## src/rtl/modular_multiply.sv

```systemverilog
// Sequential interleaved shift-and-add modular multiplier: Out = (A * B) mod P,
// one multiplier bit per clock, MSB first, with a Start/Done level handshake.
module modular_multiply #(
    parameter int              W = 16,
    parameter logic [W-1:0]    P = 16'hFC2F
) (
    input  logic         Clk,
    input  logic         Reset,
    input  logic         Start,
    input  logic [W-1:0] A,
    input  logic [W-1:0] B,
    output logic [W-1:0] Out,
    output logic         Busy,
    output logic         Done
);

    localparam logic [1:0] S_IDLE   = 2'd0;
    localparam logic [1:0] S_REDUCE = 2'd1;
    localparam logic [1:0] S_MULT   = 2'd2;
    localparam logic [1:0] S_FINISH = 2'd3;

    localparam int CW = (W > 1) ? $clog2(W) : 1;

    // Modulus and twice the modulus widened so the compares see the full sum.
    localparam logic [W+1:0] P_X  = {2'b00, P};
    localparam logic [W+1:0] P2_X = {1'b0, P, 1'b0};

    logic [1:0]    state_q, state_d;
    logic [W-1:0]  a_q, a_d;
    logic [W-1:0]  b_q, b_d;
    logic [W-1:0]  r_q, r_d;
    logic [W-1:0]  out_q, out_d;
    logic [CW-1:0] cnt_q, cnt_d;
    logic [W+1:0]  mult_sum;

    always_comb begin
        state_d  = state_q;
        a_d      = a_q;
        b_d      = b_q;
        r_d      = r_q;
        out_d    = out_q;
        cnt_d    = cnt_q;
        // 2R + (bit ? A : 0); bounded by 3P-3 since R < P and A < P.
        mult_sum = {1'b0, r_q, 1'b0} + (b_q[cnt_q] ? {2'b00, a_q} : '0);

        case (state_q)
            S_IDLE: begin
                if (Start) begin
                    a_d     = A;
                    b_d     = B;
                    r_d     = '0;
                    state_d = S_REDUCE;
                end
            end
            S_REDUCE: begin
                // Inputs are below 2^W < 2P, so a single subtraction suffices.
                if (a_q >= P) a_d = a_q - P;
                if (b_q >= P) b_d = b_q - P;
                cnt_d   = CW'(W - 1);
                state_d = S_MULT;
            end
            S_MULT: begin
                if (mult_sum >= P2_X) begin
                    r_d = W'(mult_sum - P2_X);
                end else if (mult_sum >= P_X) begin
                    r_d = W'(mult_sum - P_X);
                end else begin
                    r_d = W'(mult_sum);
                end
                if (cnt_q == '0) begin
                    out_d   = r_d;
                    state_d = S_FINISH;
                end else begin
                    cnt_d = cnt_q - 1'b1;
                end
            end
            S_FINISH: begin
                if (!Start) state_d = S_IDLE;
            end
            default: state_d = S_IDLE;
        endcase
    end

    always_ff @(posedge Clk) begin
        if (!Reset) begin
            state_q <= S_IDLE;
            a_q     <= '0;
            b_q     <= '0;
            r_q     <= '0;
            out_q   <= '0;
            cnt_q   <= '0;
        end else begin
            state_q <= state_d;
            a_q     <= a_d;
            b_q     <= b_d;
            r_q     <= r_d;
            out_q   <= out_d;
            cnt_q   <= cnt_d;
        end
    end

    assign Out  = out_q;
    assign Busy = (state_q == S_REDUCE) || (state_q == S_MULT);
    assign Done = (state_q == S_FINISH);

endmodule

```

## config.mk

```make
export PLATFORM = sky130hd
export DESIGN_NAME = modular_multiply
export DESIGN_NICKNAME = d
export VERILOG_FILES = /design/src/rtl/modular_multiply.sv
export SDC_FILE = /design/constraint.sdc
export NUM_CORES = 1
export LEC_CHECK = 0
export ABC_AREA = 0
export CORE_MARGIN = 5
export CORE_UTILIZATION = 55
export DETAILED_ROUTE_END_ITERATION = 10
export PLACE_DENSITY = 0.86
export SYNTH_ARGS = -nofsm -noshare
export SYNTH_HDL_FRONTEND = slang
export SYNTH_SLANG_ARGS = --single-unit
export TNS_END_PERCENT = 100
```

## constraint.sdc

```tcl
create_clock -name Clk -period 10.58 [get_ports Clk]
set_input_delay 2.116 -clock Clk [delete_from_list [all_inputs] [get_ports Clk]]
set_output_delay 2.116 -clock Clk [all_outputs]
set_load 0.02 [all_outputs]
```

gate_families.png
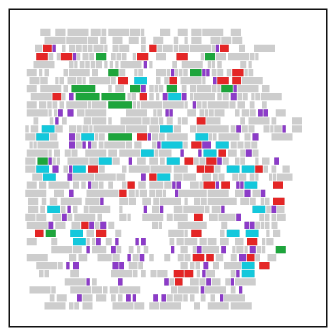
Key: cyan = adder and majority cells [cells 28]; green = multiplexers [cells 15]; purple = NAND gates [cells 99]; red = AND-OR and OR-AND gates [cells 44]
post-layout instance count excluding filler cells: 801
combinational share of cell area: 59.4%
most common logic cell in the routed design: dfxtp_1

met3.png
Scale bar: 20 um.
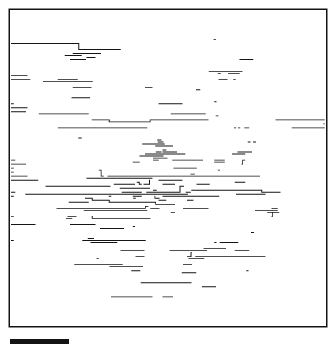
The longest straight run is 54.7 um. The wires run mostly horizontal. The layer holds 6.8% of the routed length. The layer carries 1,030 um of wire.

==> Implementation_results.wiki <==
== Metrics ==
{| class="wikitable"
! Metric !! Value
|-
| Slew @ Worst Pin || 1.09 ns
|-
| Wire length of the first global-routing pass || 24.4 mm
|-
| Top cells, area || dfxtp_1, ha_1, a21oi_1
|-
| Floorplan utilization || 56.1%
|-
| Core Footprint || 9200 um2
|-
| Post-synth EDFFs || 0
|-
| Total grt overflow || 0
|-
| Clock tree from TritonCTS || built
|-
| Number of antenna violations at the first check in global routing || 0
|-
| Cells in synth_stat.txt || 656
|-
| Clock transition at the registers of the reported paths || 0.07 ns
|-
| Most frequently used cell type in the post-synthesis netlist || dfxtp_1
|-
| Yosys stat area || 5160 um2
|-
| Gate count of the mapped netlist || 656
|-
| Site Rows || 35
|-
| Accumulated negative setup slack || 0 ns
|-
| Category of the most critical setup path || reg2reg
|-
| Number of setup buffers added after CTS || 0
|-
| Detailed-routing iteration count for the pre-antenna-repair pass || 5
|-
| Leakage power summed over all cells || 0.00224 uW
|-
| Hold-critical path depth || 2
|-
| Clock net sink count || 70
|-
| R2R depth || 15
|-
| Post-synthesis cell area || 5160 um2
|-
| Detail-routed via count per cell || 6.55
|-
| Post-synth ARST share || 0%
|-
| Die outline area || 11,400 um2
|-
| Hold Buf Count CTS || 0
|-
| Share of cells above drive strength 1 || 7.54%
|-
| Post-synth top cells || dfxtp_1, a21oi_1, nor2_1
|-
| Die extent in x || 107 um
|-
| Synth unique cells || 77
|-
| Worst-Skew Late Latency || 0.35 ns
|-
| Highest clock frequency the design can meet || 183 MHz
|-
| Library cell used as clock root buffer || clkbuf_8
|-
| Via count of the first global-routing pass || 4,896
|-
| Max FO, Critical Path || 16
|-
| Critical hold path startpoint || r_q[12]$_SDFFE_PN0P_
|-
| Top FF cell, synth || dfxtp_1
|-
| Crit share post-route || 51.8%
|-
| TritonCTS buffer count || 9
|-
| Final wirelength || 15.2 mm
|-
| #FFs+latches synth || 70
|-
| Relative slew margins || 27.5%
|-
| Nets at Floorplan || 719
|-
| Fraction of post-synthesis cell area in the top cell type by area || 27.2%
|-
| Placed wire-length estimate after detailed placement || 11.0 mm
|-
| Max rail drop VDD || 0.000222 V
|-
| Endpoint with the worst hold slack || r_q[12]$_SDFFE_PN0P_
|-
| Synthesized area divided by synthesized cell count || 7.86 um2
|-
| P per Cell Area || 222 nW/um2
|-
| Largest stage delay, worst path || 0.62 ns
|-
| Final tally of hold violations || 0
|-
| Shortest period the worst path allows || 5.48 ns
|-
| Run status || finished, final reports clean
|-
| CP Cell Sequence || mux4_2, mux4_2, and2_1, ha_1, fa_1, a21o_1, a221o_2, and2_1, o311ai_2, o31a_1, a32oi_4, nor2_2, o21ai_1, or3_1, nand3_1
|-
| Routability cong. || 0.957
|-
| Number of H-tree levels || 3
|-
| Floorplan die height || 107 um
|-
| I/O pin cnt || 53
|-
| Setup Slack @ Placement || 5.15 ns
|-
| Net count, final || 749
|-
| Synth area leader || dfxtp_1
|-
| Quantity of I/O buffers inserted on ports || 52
|-
| Max clock buf depth || 2
|-
| # DRC || 0
|-
| Gates resized, CTS repair || 0
|-
| Fin Clk Skew || 0.0114 ns
|-
| Endpoint arrival time on the critical path || 5.77 ns
|-
| Cell with the biggest individual delay on the critical path || mux4_2
|-
| Worst slack on hold paths || 0.462 ns
|-
| Max cap viols || 0
|-
| Sequential cell area fraction in the yosys report || 27.2%
|-
| Tally of yosys warning messages || 0
|-
| Placed instance count || 786
|-
| Slack of the worst reg-to-reg path || 5.10 ns
|-
| CP Capture Type || flip-flop
|-
| Initial detailed-routing violation count || 547
|-
| Worst path setup slack after routing || 5.10 ns
|-
| Unrepaired setup endpoints after global routing || no
|-
| Type of origin of the critical path || flip-flop
|-
| Area added between synthesis and finish || 15.0%
|-
| Largest net degree at the start of global routing || 48
|-
| Final tally of setup violations || 0
|-
| Critical path required time || 10.87 ns
|-
| Antenna cells || 0
|-
| Startpoint of the worst register-to-register path || cnt_q[0]$_SDFFE_PN0P_
|-
| Pins Over Slew Limit || 0
|-
| DR vias || 5,246
|-
| Remaining antenna violation count after routing || 0
|-
| R2r endpoint || Out[14]$_SDFFE_PN0P_
|-
| Tool warnings || 32
|-
| Min-delay worst type || reg2reg
|}
final_congestion.png
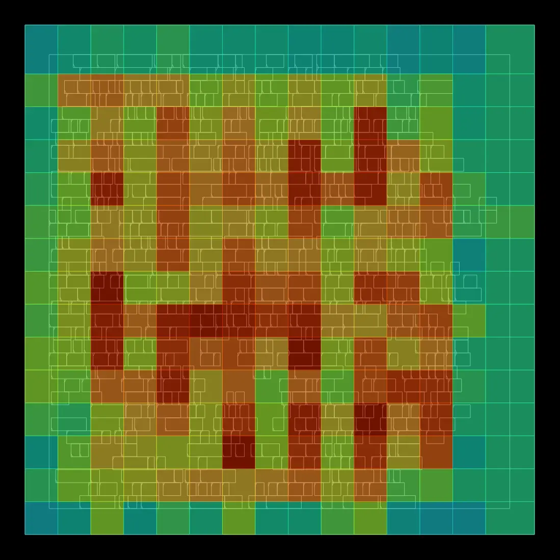
met1 routing resource usage after global routing: 35.7%
global routing met2 resource utilization: 41.6%
Avg WL per Cell: 19.0 um
aggregate global-route resource usage: 26.3%

state kept, by name, indices dropped and copies added (netlist names):
| name | flops |
|---|---|
| b_q | 16 |
| a_q | 16 |
| r_q | 16 |
| Out | 16 |
| state_q | 2 |
| cnt_q | 4 |
layer usage:
layer  share of wire, %  wire [um]  track usage (%)
met5                  0          0                0
met4                2.7        406             10.3
met3                6.8       1030             4.46
met2                 47       7120             41.6
met1                 44       6650             35.7
how the worst max path moves through the flow:
| stage | from | endpoint | cells past startpoint |
|---|---|---|---|
| after floorplan | cnt_q[0]$_SDFFE_PN0P_ | Out[4]$_SDFFE_PN0P_ | 17 |
| after global placement | cnt_q[0]$_SDFFE_PN0P_ | Out[14]$_SDFFE_PN0P_ | 15 |
| after CTS | cnt_q[0]$_SDFFE_PN0P_ | Out[14]$_SDFFE_PN0P_ | 15 |
| after detailed placement | cnt_q[0]$_SDFFE_PN0P_ | Out[14]$_SDFFE_PN0P_ | 15 |
| final | cnt_q[0]$_SDFFE_PN0P_ | Out[14]$_SDFFE_PN0P_ | 15 |
| after global routing | cnt_q[0]$_SDFFE_PN0P_ | Out[14]$_SDFFE_PN0P_ | 15 |
through the flow:
| step | area (um2) | utilization [%] | total power, uW |
|---|---|---|---|
| after floorplan | 5160 | - | 869 |
| after detailed placement | 5690 | 61.9 | 1030 |
| final | 5930 | 64.5 | 1320 |
| after global placement | 5690 | 61.9 | 1000 |
| after CTS | 5930 | 64.5 | 1300 |
| after global routing | 5930 | 64.5 | 1410 |
report_power, final:
part	switching (uW)	internal [uW]
clock network	110	163
registers	76.5	330
logic	383	253
total	569	746
critical path: cells and delay by family (launching register included):
| kind | cells | cell delay (ns) |
|---|---|---|
| simple gates | 5 | 1.30 |
| flops | 1 | 0.52 |
| mux | 2 | 1.17 |
| fa+ha+maj | 2 | 0.63 |
| compound gates | 6 | 1.78 |
kinds of logic (layout without fill, tap and decap cells):
kind of cell	after synthesis	in the layout	share of synthesized area, %
flip-flops	70	70	27.2
AND/OR/NAND/NOR	244	244	23.4
adder cells (fa/ha/maj)	28	28	6.94
XOR/XNOR	22	22	4.10
multiplexers	15	15	4.17
buffers and inverters	57	91	4.51
AND-OR/OR-AND	220	220	29.7
placed cells by master, fill, tap and decap left out, types with 7 or more instances in the layout:
cell,instances
a31oi_1,8
a211oi_1,8
nor2_1,62
clkbuf_8,10
nand2_1,48
nand2b_1,8
or3_1,9
nor3_1,16
and3_1,13
nor3b_1,7
mux2i_1,8
o21a_1,8
dfxtp_1,70
inv_1,19
xor2_1,9
o31ai_1,9
xnor2_1,12
o21ai_0,43
ha_1,27
and2_1,24
nand3_1,37
a21oi_1,66
clkdlybuf4s50_1,52
o211ai_1,7
final cells by class:
cell class                 count  area (um2)
multi-input combinational    529        3520
sequential                    70        1400
clock buffer                  10         138
fill                         770        3260
clock inverter                 5         106
tap                          111         139
inverter                      20        75.1
timing repair buffer          56         551
Power is estimated from default activity; no workload was simulated.
